`config.mk`:
```
export PLATFORM = sky130hd
export DESIGN_NAME = instruction_fetch
export DESIGN_NICKNAME = d
export VERILOG_FILES = /design/src/rtl/instruction_fetch.sv
export SDC_FILE = /design/constraint.sdc
export NUM_CORES = 1
export LEC_CHECK = 0
export CORE_MARGIN = 1
export CORE_UTILIZATION = 41
export CTS_BUF_LIST = sky130_fd_sc_hd__clkbuf_8
export CTS_CLUSTER_DIAMETER = 30
export CTS_CLUSTER_SIZE = 10
export DETAILED_ROUTE_END_ITERATION = 8
export PLACE_DENSITY = 0.9
export SYNTH_ARGS = -nofsm -noshare
export SYNTH_HDL_FRONTEND = slang
export SYNTH_SLANG_ARGS = --single-unit
```
`constraint.sdc`:
```
create_clock -name clk -period 3.8 [get_ports clk]
set_clock_uncertainty 0.05 [all_clocks]
set_input_delay 0.57 -clock clk [delete_from_list [all_inputs] [get_ports clk]]
set_output_delay 0.57 -clock clk [all_outputs]
set_load 0.02 [all_outputs]
```
`src/rtl/instruction_fetch.sv`:
```
// instruction_fetch: fetches pc_value over mem req/ack, hands instr to decode via valid/ready, drives PC inclement/load for sequential flow and redirects
module instruction_fetch #(
  parameter int DATA_WIDTH = 32,
  parameter int ADDR_WIDTH = 32
) (
  input  logic                  clk,
  input  logic                  reset,
  input  logic [ADDR_WIDTH-1:0] pc_value,
  output logic                  pc_inclement,
  output logic                  pc_load,
  output logic [ADDR_WIDTH-1:0] pc_load_value,
  input  logic                  redirect,
  input  logic [ADDR_WIDTH-1:0] redirect_target,
  output logic                  mem_req,
  output logic [ADDR_WIDTH-1:0] mem_addr,
  input  logic                  mem_ack,
  input  logic [DATA_WIDTH-1:0] mem_rdata,
  output logic                  instr_valid,
  input  logic                  instr_ready,
  output logic [DATA_WIDTH-1:0] instr,
  output logic [ADDR_WIDTH-1:0] instr_pc
);
  typedef enum logic [2:0] {IDLE, FETCH, HOLD, DRAIN, REDIRECT} state_t;
  state_t state, next_state;
  logic first_hold;
  logic [ADDR_WIDTH-1:0] pending;
  logic capture;
  assign capture = state == FETCH && mem_ack && !redirect;
  always_ff @(posedge clk or posedge reset)
    if (reset) state <= IDLE;
    else state <= next_state;
  always_comb begin
    next_state = state;
    case (state)
      IDLE:     next_state = redirect ? REDIRECT : FETCH;
      FETCH:    next_state = redirect ? (mem_ack ? REDIRECT : DRAIN) : (mem_ack ? HOLD : FETCH);
      HOLD:     next_state = redirect ? REDIRECT : (instr_ready ? FETCH : HOLD);
      DRAIN:    next_state = mem_ack ? REDIRECT : DRAIN;
      REDIRECT: next_state = redirect ? REDIRECT : FETCH;
      default:  next_state = IDLE;
    endcase
  end
  always_ff @(posedge clk or posedge reset)
    if (reset) begin
      first_hold <= 1'b0;
      pending    <= '0;
      instr      <= '0;
      instr_pc   <= '0;
    end else begin
      first_hold <= capture;
      if (redirect) pending <= redirect_target;
      if (capture) begin
        instr    <= mem_rdata;
        instr_pc <= pc_value;
      end
    end
  always_comb begin
    mem_req       = state == FETCH || state == DRAIN;
    mem_addr      = mem_req ? pc_value : '0;
    instr_valid   = state == HOLD;
    pc_inclement  = state == HOLD && first_hold;
    pc_load       = state == REDIRECT;
    pc_load_value = pc_load ? pending : '0;
  end
endmodule

```
Figure 1. Placement view.
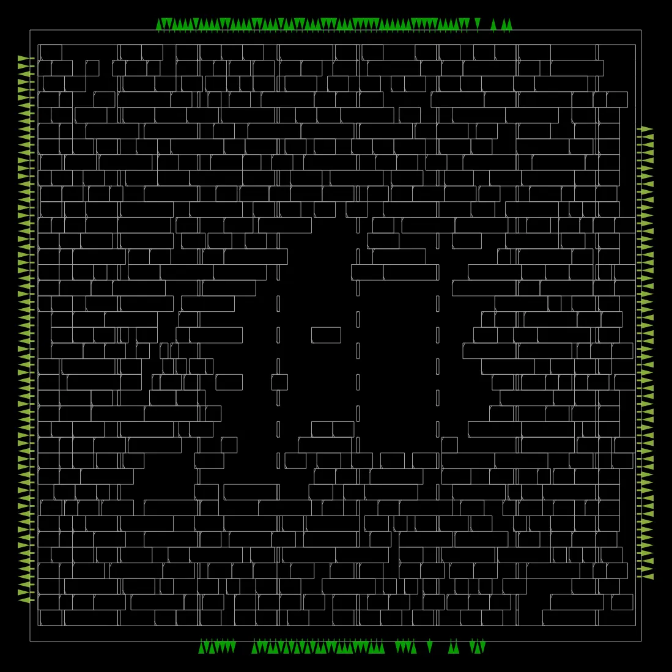
Finished Core Util: 67.9%
Well-Tap Cells: 136
layout sequential cell count: 100
fillers: 738

Figure 2. Cells by drive strength.
The bar under the picture is 20 um long.
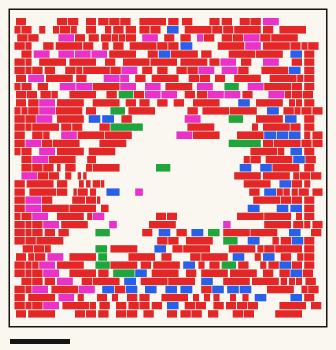
- green: x6 and larger (cells 15)
- magenta: x3 and x4 (cells 55)
- red: x1 and smaller (cells 414)
- blue: x2 (cells 48)
bufs w/o clock: 235
worst setup margin: 0.730 ns
Final Instance Area: 0.00707 mm^2

Figure 3. Signal wires on met3.
The bar under the picture is 20 um long.
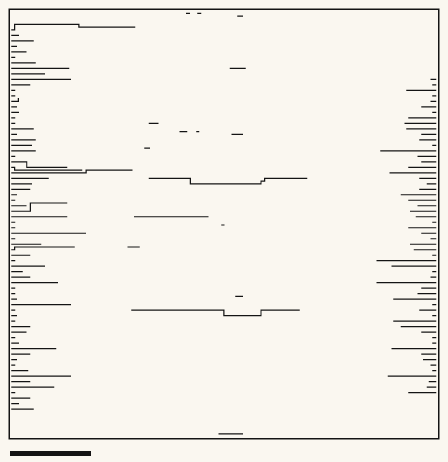
- longest straight run: 22.8 um
- nets with wire on the layer: 135
- wire length on this layer: 811 um
GRT met3 Usage: 6.13%
DR vias: 3096
Post-Route WL: 10.6 mm

Figure 4. Wiring by layer.
The bar under the picture is 20 um long.
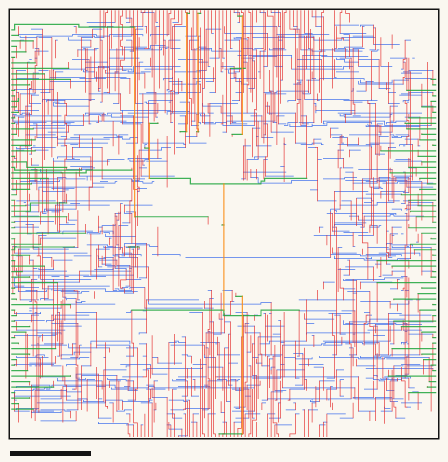
- blue: M1 (wire length 4220 um)
- green: M3 (wire length 811 um)
- orange: M4 (wire length 214 um)
- red: M2 (wire length 5360 um)
GRT Total Usage: 19.4%
wire length per cell: 15.9 um

==> impl_metrics.yaml <==
# generated from flow reports
power_and_ir_drop:
  p_leak_nw: 3.12
  p_int_mw: 3.25
  combPwrFrac_pct: 50.7
  seq_power_mw: 1.68
  p_sw_mw: 1.72
clock_tree:
  cts.path.max_buffers: 2
  cts_tree: "done"
  cts_hold_buf: 0
final_timing:
  period_used_pct: 80.8
  grt_setup_unrepaired: "false"
  hold_viol: 0
synth:
  synth_top_area_share_pct: 56.5
  simple_gate_share_pct: 10.5
  postSynthCellCount: 299
  top_area_cell: "dfrtp_1"
  yosys_warnings: 0
  synth_area_per_cell_um2: 14.8
  ys_sh_xor_pct: 0
  ys_seq_share_pct: 56.5
  yosys-mux-area-fraction_pct: 29.0
  ys_types: 18
  ys_sh_aoi_pct: 0.537
global_routing:
  grt-ovfl-total: 0
  grt_start_max_net_pins: 66
  grt_antenna_before_repair: 0
layout:
  lay_top_count: "clkdlybuf4s50_1"
  area_growth_pct: 59.7
  layout-drive-gt1-share_pct: 22.2
  inv_count: 4
  comb.multi_input.count: 177
  final_layout_top_logic_cells: "clkdlybuf4s50_1, dfrtp_1, and2_1"
  clock_cell_area_share_pct: 3.27
  mi_logic_area_mm2: 0.00179
run:
  max_cap_violations: 0
  warning_count: 26
floorplanning:
  rows: 37
  die-area_mm2: 0.0112
  die_h_um: 106
  io_pins: 233
outcome:
  status: "completed"
drt:
  wl_met3_um: 811
  wl_met1_mm: 4.22
place:
  gp_congestion: 0.740
critical_path:
  startpoint: "state[2]"
state kept, by name, indices dropped and copies added, names as in the netlist:
name	flops
instr	32
state	3
instr_pc	32
first_hold	1
pending	32
synthesized netlist by cell type:
| cell type | number |
|---|---|
| or4_4 | 1 |
| buf_6 | 7 |
| buf_2 | 2 |
| nor3b_1 | 2 |
| nand2b_1 | 2 |
| o21ai_0 | 3 |
| clkbuf_1 | 9 |
| nand3b_1 | 1 |
| ha_1 | 1 |
| mux2_4 | 49 |
| inv_1 | 4 |
| nor2_1 | 1 |
| and2_1 | 65 |
| a211o_1 | 1 |
| dfrtp_1 | 100 |
| mux2i_1 | 2 |
| mux2_2 | 47 |
| nand2_1 | 2 |
metrics by stage:
| step | instance area (um^2) | setup WS [ns] | hold WS [ns] | cells | power (mW) |
|---|---|---|---|---|---|
| 2_1_floorplan | 4430 | 0.561 | 0.422 | 299 | 3.00 |
| 3_3_place_gp | 6840 | 1.07 | 0.430 | 652 | 4.17 |
| 3_5_place_dp | 6840 | 1.03 | 0.438 | 652 | 4.23 |
| 4_1_cts | 7070 | 0.687 | 0.460 | 668 | 5.02 |
| 5_1_grt | 7070 | 0.524 | 0.473 | 668 | 5.22 |
| 6_report | 7070 | 0.730 | 0.454 | 668 | 4.97 |
final timing paths:
check                           cells past startpoint           end  slack (ns)
worst max register to register                      3     instr[15]        1.61
worst min-delay path                                1   pending[26]        0.45
worst max-delay path                                4  mem_addr[25]        0.73
min in group asynchronous                           2     instr[27]        0.55
worst min register to register                      1   pending[26]        0.45
max in group asynchronous                           3      instr[7]        2.43
worst max-delay path, cell delays in order, from the launching register on:
cell and delay (ns):
dfrtp_1 0.42, nand2b_1 0.22, inv_1 0.59, and2_1 0.23, clkdlybuf4s50_1 0.62
Power figures rest on the tool's default switching activity, not on a simulated workload.
